**Run 1: clock wires, drivers and flops**

Drawn at 4 px/um.
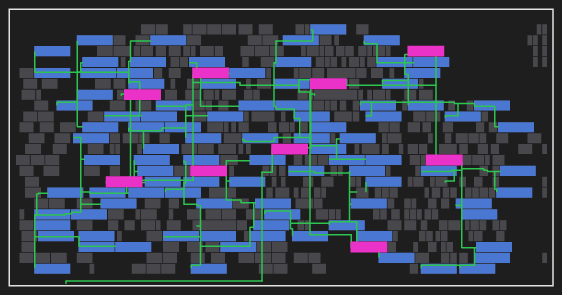
**Run 1: wire density map**

Drawn at 4 px/um. The die is cut into 27 by 14 equal tiles; white is low, dark blue is high, scaled to the fullest tile. Values are wire area over tile area, all layers added.
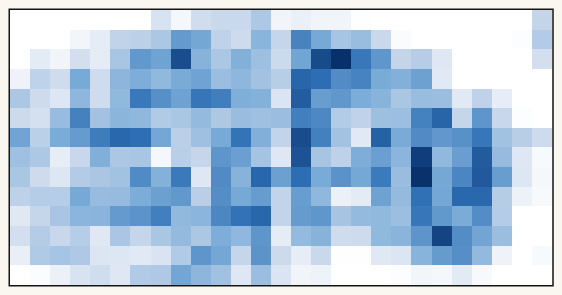
**Run 1: wires at chosen ports, followed through buffers**

Drawn at 4 px/um.
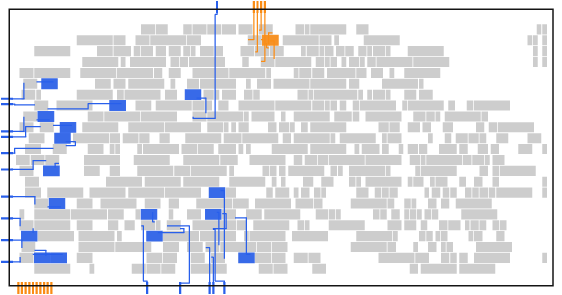
**Run 1: logic cells by family**

Drawn at 4 px/um.
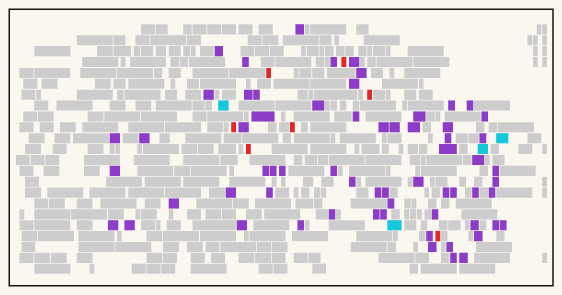
**src/rtl/udp_tx_sched.sv**
```systemverilog
`default_nettype none
// ============================================================================
// Module      : udp_tx_sched
// Description : Round-robin packet scheduler feeding a UDP TX engine with
//               2-byte frequency words and fixed-length waveform payloads.
// Revision    : 1.0 - initial release
// ============================================================================
module udp_tx_sched #(
    parameter int unsigned WAVE_BYTES     = 1024,
    parameter int unsigned GAP_CYCLES     = 16,
    parameter int unsigned TIMEOUT_CYCLES = 1000000
) (
    input  logic        clk_125m,
    input  logic        rst_n,
    input  logic        freq_valid,
    input  logic [15:0] wave_freq,
    input  logic [13:0] fifo_rd_count,
    output logic        fifo_rd_en,
    input  logic [7:0]  fifo_dout,
    output logic        tx_start_en,
    output logic [15:0] tx_byte_num,
    input  logic        udp_tx_req,
    output logic [7:0]  udp_tx_data,
    input  logic        udp_tx_done,
    output logic        busy,
    output logic [7:0]  freq_ovr_cnt,
    output logic        timeout_err
);

    localparam logic [1:0]  c_ST_IDLE = 2'd0;
    localparam logic [1:0]  c_ST_GAP  = 2'd1;
    localparam logic [1:0]  c_ST_FREQ = 2'd2;
    localparam logic [1:0]  c_ST_WAVE = 2'd3;

    localparam logic [13:0] c_WAVE_BYTES   = 14'(WAVE_BYTES);
    localparam logic [15:0] c_WAVE_LEN     = 16'(WAVE_BYTES);
    localparam logic [19:0] c_TIMEOUT_LAST = 20'(TIMEOUT_CYCLES - 1);
    localparam int unsigned c_GAP_W        = (GAP_CYCLES > 1) ? $clog2(GAP_CYCLES) : 1;
    localparam logic [c_GAP_W-1:0] c_GAP_LAST =
        (GAP_CYCLES > 1) ? c_GAP_W'(GAP_CYCLES - 1) : '0;

    logic [1:0]         r_state;
    logic [15:0]        r_freq_hold;
    logic [15:0]        r_send;
    logic               r_freq_pend;
    logic               r_last_freq;
    logic [13:0]        r_rd_cnt;
    logic [19:0]        r_to_cnt;
    logic [c_GAP_W-1:0] r_gap_cnt;
    logic [1:0]         r_req_cnt;
    logic [7:0]         r_data;
    logic               r_rd_d;
    logic [7:0]         r_ovr_cnt;
    logic               r_timeout_err;

    logic w_wave_elig;
    logic w_grant_freq;
    logic w_grant_wave;
    logic w_gap_done;

    // On a tie the requester that was not served last wins.
    assign w_wave_elig  = (fifo_rd_count >= c_WAVE_BYTES);
    assign w_grant_freq = (r_state == c_ST_IDLE) && r_freq_pend && (!w_wave_elig || !r_last_freq);
    assign w_grant_wave = (r_state == c_ST_IDLE) && w_wave_elig && (!r_freq_pend || r_last_freq);
    assign w_gap_done   = (GAP_CYCLES <= 1) || (r_gap_cnt == c_GAP_LAST);

    assign fifo_rd_en   = (r_state == c_ST_WAVE) && udp_tx_req && (r_rd_cnt < c_WAVE_BYTES);
    assign udp_tx_data  = (r_rd_d && (r_state == c_ST_WAVE)) ? fifo_dout : r_data;
    assign busy         = (r_state != c_ST_IDLE);
    assign freq_ovr_cnt = r_ovr_cnt;
    assign timeout_err  = r_timeout_err;

    // A strobe coinciding with the freq grant refills the hold register without an overrun.
    always_ff @(posedge clk_125m or negedge rst_n) begin
        if (!rst_n) begin
            r_freq_hold <= '0;
            r_send      <= '0;
            r_freq_pend <= 1'b0;
            r_ovr_cnt   <= '0;
        end else begin
            if (w_grant_freq) begin
                r_send <= r_freq_hold;
            end
            if (freq_valid) begin
                r_freq_hold <= wave_freq;
                r_freq_pend <= 1'b1;
                if (r_freq_pend && !w_grant_freq && (r_ovr_cnt != 8'hFF)) begin
                    r_ovr_cnt <= r_ovr_cnt + 8'd1;
                end
            end else if (w_grant_freq) begin
                r_freq_pend <= 1'b0;
            end
        end
    end

    always_ff @(posedge clk_125m or negedge rst_n) begin
        if (!rst_n) begin
            r_state       <= c_ST_IDLE;
            tx_start_en   <= 1'b0;
            tx_byte_num   <= '0;
            r_last_freq   <= 1'b0;
            r_rd_cnt      <= '0;
            r_to_cnt      <= '0;
            r_gap_cnt     <= '0;
            r_req_cnt     <= '0;
            r_data        <= '0;
            r_rd_d        <= 1'b0;
            r_timeout_err <= 1'b0;
        end else begin
            tx_start_en <= 1'b0;
            r_data      <= 8'h00;
            r_rd_d      <= fifo_rd_en;
            case (r_state)
                c_ST_IDLE: begin
                    if (w_grant_freq || w_grant_wave) begin
                        r_state     <= w_grant_freq ? c_ST_FREQ : c_ST_WAVE;
                        tx_byte_num <= w_grant_freq ? 16'd2 : c_WAVE_LEN;
                        r_last_freq <= w_grant_freq;
                        tx_start_en <= 1'b1;
                        r_rd_cnt    <= '0;
                        r_to_cnt    <= '0;
                        r_req_cnt   <= '0;
                    end
                end
                c_ST_FREQ, c_ST_WAVE: begin
                    if ((r_state == c_ST_FREQ) && udp_tx_req) begin
                        case (r_req_cnt)
                            2'd0:    r_data <= r_send[15:8];
                            2'd1:    r_data <= r_send[7:0];
                            default: r_data <= 8'h00;
                        endcase
                        if (r_req_cnt != 2'd2) begin
                            r_req_cnt <= r_req_cnt + 2'd1;
                        end
                    end
                    if (fifo_rd_en) begin
                        r_rd_cnt <= r_rd_cnt + 14'd1;
                    end
                    if (udp_tx_done) begin
                        r_state   <= c_ST_GAP;
                        r_gap_cnt <= '0;
                    end else if (r_to_cnt == c_TIMEOUT_LAST) begin
                        r_state       <= c_ST_GAP;
                        r_gap_cnt     <= '0;
                        r_timeout_err <= 1'b1;
                    end else begin
                        r_to_cnt <= r_to_cnt + 20'd1;
                    end
                end
                c_ST_GAP: begin
                    if (w_gap_done) begin
                        r_state <= c_ST_IDLE;
                    end else begin
                        r_gap_cnt <= r_gap_cnt + 1'b1;
                    end
                end
                default: r_state <= c_ST_IDLE;
            endcase
        end
    end

endmodule
`default_nettype wire

```
**config.mk**
```make
export PLATFORM = sky130hd
export DESIGN_NAME = udp_tx_sched
export DESIGN_NICKNAME = d
export VERILOG_FILES = /design/src/rtl/udp_tx_sched.sv
export SDC_FILE = /design/constraint.sdc
export NUM_CORES = 1
export LEC_CHECK = 0
export CORE_ASPECT_RATIO = 0.5
export CORE_UTILIZATION = 50
export CTS_CLUSTER_SIZE = 40
export DETAILED_ROUTE_END_ITERATION = 10
export PLACE_DENSITY = 0.76
export RECOVER_POWER = 50
export REMOVE_ABC_BUFFERS = 1
export SLEW_MARGIN = 10
export SYNTH_ARGS = -nofsm -noshare
export SYNTH_HDL_FRONTEND = slang
export SYNTH_SLANG_ARGS = --single-unit
```
**constraint.sdc**
```tcl
create_clock -name clk_125m -period 4.8 [get_ports clk_125m]
set_clock_uncertainty 0.05 [all_clocks]
set_input_delay 1.44 -clock clk_125m [delete_from_list [all_inputs] [get_ports clk_125m]]
set_output_delay 1.44 -clock clk_125m [all_outputs]
set_load 0.05 [all_outputs]
```
==> Changelog: implementation, run 1 <==
### Implementation results

- Num CTS Buffers: 9
- Die height: 68.77 um
- OpenROAD warnings: 37
- Global route hottest layer: met2
- Placed insts: 557
- Port Buffers: 54
- Non-clk buf share: 10.90%
- Crit path to: fifo_rd_en
- Max-slew headroom: 8.153%
- Resize count post-CTS: 0
- TNS Setup: 0 ns
- Final HPWL DP: 5733 um
- Comb gates: 281
- Commonest cells post-synth: dfrtp_1 (96), mux2_2 (42), nand2_1 (33)
- CTS Sinks: 96
- Tightest Hold Check Type: register to register
- Logic depth of the worst path, buffers included: 5
- Initial antenna violation count: 0
- Final Max Tran Viols: 0
- Cell family with most CP delay: buffers and inverters
- Worst Setup End Kind: output port
- Status: finished, final reports clean
- Crit share post-route: 94.16%
- Worst VDD drop: 0.2623 mV
- Max stage delay on crit path: 0.57 ns
- Vias in the first global route: 3015
- Post-Syn Instances: 401
- Post-synth EDFFs: 0
- Sequential Area: 2402 um2
- CP arrival: 3.03 ns
- Fillcell total: 669
- Post-Syn Area: 4458 um2
- Clk root buf: clkbuf_16
- CP Max Fanout: 8
- Clock Path Buffers: 2
- MaxCap Viol Count: 0
- Largest net degree at the start of global routing: 57
- CP Cell Sequence: dlygate4sd3_1 -> nand4b_1 -> or4_1 -> inv_2 -> buf_12
- Worst slew pin tran: 1.378 ns
- Crit Path Class: input port to output port
- Peak Freq: 0.2213 GHz
- Init Core Util: 53.60%
- Global-route met1 utilization: 26.07%
- Ratio of cells with drive above 1 in the final layout: 16.27%
## Picture notes: 'clock wires, drivers and flops'
Key: cells driving clock nets = magenta [count 9]; clock wires = green [length 1060 um]; flip-flops = blue [count 96]
There are 10 routed clock nets. Position of the flops: spread over the die.

## Picture notes: 'wire density map'
The emptiest ninth of the die: top right. The fullest tile reaches 0.40. 14% of the tiles are nearly empty. 27% of the tiles are over half the peak. The mean over all tiles is 0.14.
routed wire length: 8469 um
Tot GR Track Use: 20.76%
routed length per instance: 14.78 um
vias after detailed routing: 3122

## Picture notes: 'wires at chosen ports, followed through buffers'
Key: fifo_rd_count = orange [direction input, end cells 1, buffers 4, wire 48.2 um]; wave_freq = blue [direction input, end cells 16, buffers 16, wire 295 um]

## Picture notes: 'logic cells by family'
Key: AND-OR and OR-AND gates = cyan [cells 4]; inverters = red [cells 7]; inverting AOI/OAI gates = purple [cells 64]
dominant logic cell type in the layout: dfrtp_1
Non-Filler Instances: 573
logic share of the area: 35.36%

## run 1: report_power, final
group | switching [mW] | internal (mW)
sequential | 0.162 | 0.997
combinational | 0.608 | 0.398
clock | 0.306 | 0.462
total | 1.08 | 1.86
## run 1: metal layers
layer / vias to the layer above / wire, um
li1: 1524 / -
met1: 1541 / 3950
met2: 52 / 4199
met3: 5 / 251
met4: 0 / 67
met5: - / 0
## run 1: worst reg2reg max path, delay by kind of cell (launching register included)
kind | cells | cell delay, ns
simple gates | 2 | 0.54
flops | 1 | 0.62
xor+xnor | 1 | 0.17
compound gates | 1 | 0.79
## run 1: state kept, by name, summed over array words and instances (netlist names)
register and flops:
freq_ovr_cnt 8, r_data 8, r_freq_hold 16, r_freq_pend 1, r_gap_cnt 4, r_rd_cnt 14
r_rd_d 1, r_req_cnt 2, r_send 16, r_state 2, r_to_cnt 20, timeout_err 1
tx_byte_num 2, tx_start_en 1
## run 1: per-stage QoR
step	hold slack, ns	instance area, um2	utilization (%)
floorplan	0.3935	4333	-
global placement	0.4054	5074	61.00
detailed placement	0.4097	5074	61.00
CTS	0.4245	5399	64.92
global route	0.4326	5385	64.75
finish	0.4183	5385	64.75
## run 1: logic make-up (layout without fill, tap and decap cells)
kind of cell             count (synthesis)  after routing  share of synthesized area, %
AND-OR/OR-AND                           68             68                         9.851
XOR/XNOR                                18             18                         3.536
adder cells (fa/ha/maj)                  7              7                         1.965
buffers and inverters                   37             84                         4.491
flip-flops                              96             96                         53.89
multiplexers                            46             46                         11.51
other                                    1             14                       0.08412
AND/OR/NAND/NOR                        128            128                         14.68
**Run 1: routing congestion map**

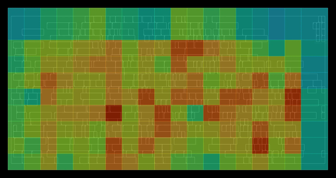

## Run 2: what changed since run 1
--- a/config.mk
+++ b/config.mk
@@ -9,9 +9,10 @@
 export CORE_UTILIZATION = 50
 export CTS_CLUSTER_SIZE = 40
 export DETAILED_ROUTE_END_ITERATION = 10
-export PLACE_DENSITY = 0.76
+export PLACE_DENSITY = 0.87
 export RECOVER_POWER = 50
 export REMOVE_ABC_BUFFERS = 1
+export SKIP_CTS_REPAIR_TIMING = 1
 export SLEW_MARGIN = 10
 export SYNTH_ARGS = -nofsm -noshare
 export SYNTH_HDL_FRONTEND = slang
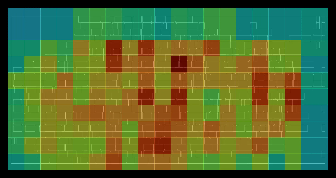
**Above:** run 2 (routing congestion map).
routed length per instance: 14.96 um
Final Core Density: 64.19%
global-route met1 utilization: 25.72%
global route hottest layer: met2

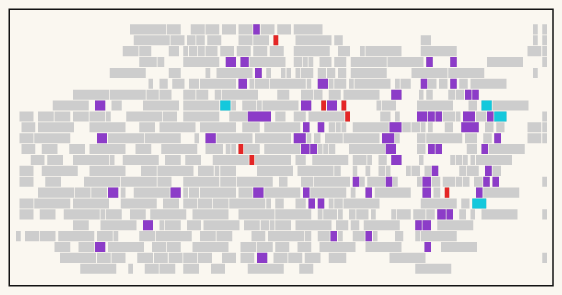
**Above:** run 2 (logic cells by family).
Drawn at 4 px/um.
Key: inverting AOI/OAI gates = purple [cells 64]; inverters = red [cells 7]; AND-OR and OR-AND gates = cyan [cells 4]
logic share of the area: 35.67%

==> Changelog: implementation, run 2 <==
### Implementation results

- Status: finished, violations left (was finished, final reports clean)
- Failing checks: max-capacitance violations, max-slew violations
- Worst slew pin tran: 2.384 ns (was 1.378 ns)
- Seq pwr: 1.15 mW (was 1.16 mW)
- OpenROAD warnings: 37 (unchanged)
- Clk power: 0.675 mW (was 0.768 mW)
- Commonest cells post-synth: dfrtp_1 (96), mux2_2 (42), nand2_1 (33) (unchanged)
- Clock share of power: 23.7% (was 26.2%)
- MaxCap Viol Count: 1 (was 0)
- Vias after detailed routing: 3152 (was 3122)
- Most flops, register: r_to_cnt (unchanged)
- Top flop regs: r_to_cnt (20), r_freq_hold (16), r_send (16) (unchanged)
- DP Area: 5074 um2 (unchanged)
- Switch share: 38.48% (was 36.70%)
- Port Buffers: 54 (unchanged)
- Top pwr grp: sequential cells (unchanged)
- Largest register FFs: 20 (unchanged)
- Tightest Hold Check Type: register to register (unchanged)
- CTS Sinks: 96 (unchanged)
- Final HPWL DP: 5786 um (was 5733 um)
- Combinational share of power: 35.7% (was 34.3%)
- Clock Path Buffers: 2 (unchanged)
- Die height: 68.77 um (unchanged)
- Seq pwr share: 40.6% (was 39.5%)
- Vias in the first global route: 3146 (was 3015)
- Num CTS Buffers: 9 (unchanged)
- Comb group: 1.02 mW (was 1.01 mW)
- Finished layout cell area: 5339 um2 (was 5385 um2)
- Post-Syn Area: 4458 um2 (unchanged)
- Non-Filler Instances: 573 (unchanged)
- Final Max Tran Viols: 46 (was 0)
- Hold WS: 0.4187 ns (was 0.4183 ns)
- Crit Path Class: input port to output port (unchanged)
- Ratio of cells with drive above 1 in the final layout: 16.27% (unchanged)
- Largest net degree at the start of global routing: 46 (was 57)
- Crit share post-route: 94.52% (was 94.16%)
- Initial antenna violation count: 0 (unchanged)
- Dominant logic cell type in the layout: dfrtp_1 (unchanged)
- Peak Freq: 0.2204 GHz (was 0.2213 GHz)
- Max-slew headroom: -58.95% (was 8.153%)
- Clk root buf: clkbuf_16 (unchanged)
- Post-Syn Instances: 401 (unchanged)
- TNS Setup: 0 ns (unchanged)
- Placed insts: 557 (unchanged)
- Init Core Util: 53.60% (unchanged)
- Routed wire length: 8574 um (was 8469 um)
run 2: kinds of logic after synthesis:
| family | share of synthesized area, % |
|---|---|
| other | 0.08412 |
| AND-OR/OR-AND | 9.851 |
| buffers and inverters | 4.491 |
| multiplexers | 11.51 |
| AND/OR/NAND/NOR | 14.68 |
| adder cells (fa/ha/maj) | 1.965 |
| XOR/XNOR | 3.536 |
| flip-flops | 53.89 |
run 2: worst max-delay path: stages:
cell and delay [ns]:
dlygate4sd3_1 0.56, nand4b_1 0.09, or4_1 0.57, inv_2 0.22, buf_12 0.16
run 2: worst max path at each step:
stage | cells past startpoint | from | endpoint
2_1_floorplan | 3 | udp_tx_req | fifo_rd_en
3_3_place_gp | 5 | udp_tx_req | fifo_rd_en
3_5_place_dp | 5 | udp_tx_req | fifo_rd_en
4_1_cts | 5 | udp_tx_req | fifo_rd_en
5_1_grt | 5 | udp_tx_req | fifo_rd_en
6_report | 5 | udp_tx_req | fifo_rd_en
run 2: through the flow:
stage | total power, mW | setup WS (ns)
finish | 2.844 | 0.2630
detailed placement | 2.182 | 0.3401
floorplan | 1.830 | 0.9902
CTS | 2.866 | 0.3358
global route | 3.011 | 0.2101
global placement | 2.147 | 0.3323
run 2: layout make-up:
cell class,count,area [um2],area share [%]
multi-input cells,281,1904,35.67
clock buffers,9,225.2,4.218
inverters,7,26.28,0.4921
well taps,112,140.1,2.625
flip-flops and latches,96,2402,45.00
repair buffers,61,586.8,10.99
clock inverters,7,53.80,1.008
run 2: layer usage:
layer	vias to the layer above	share of wire [%]	GRT usage, %
li1	1510	-	-
met1	1565	45	25.72
met2	64	50	36.92
met3	13	3.9	5.848
met4	0	1.4	7.303
met5	-	0	0
Power figures rest on the tool's default switching activity, not on a simulated workload.
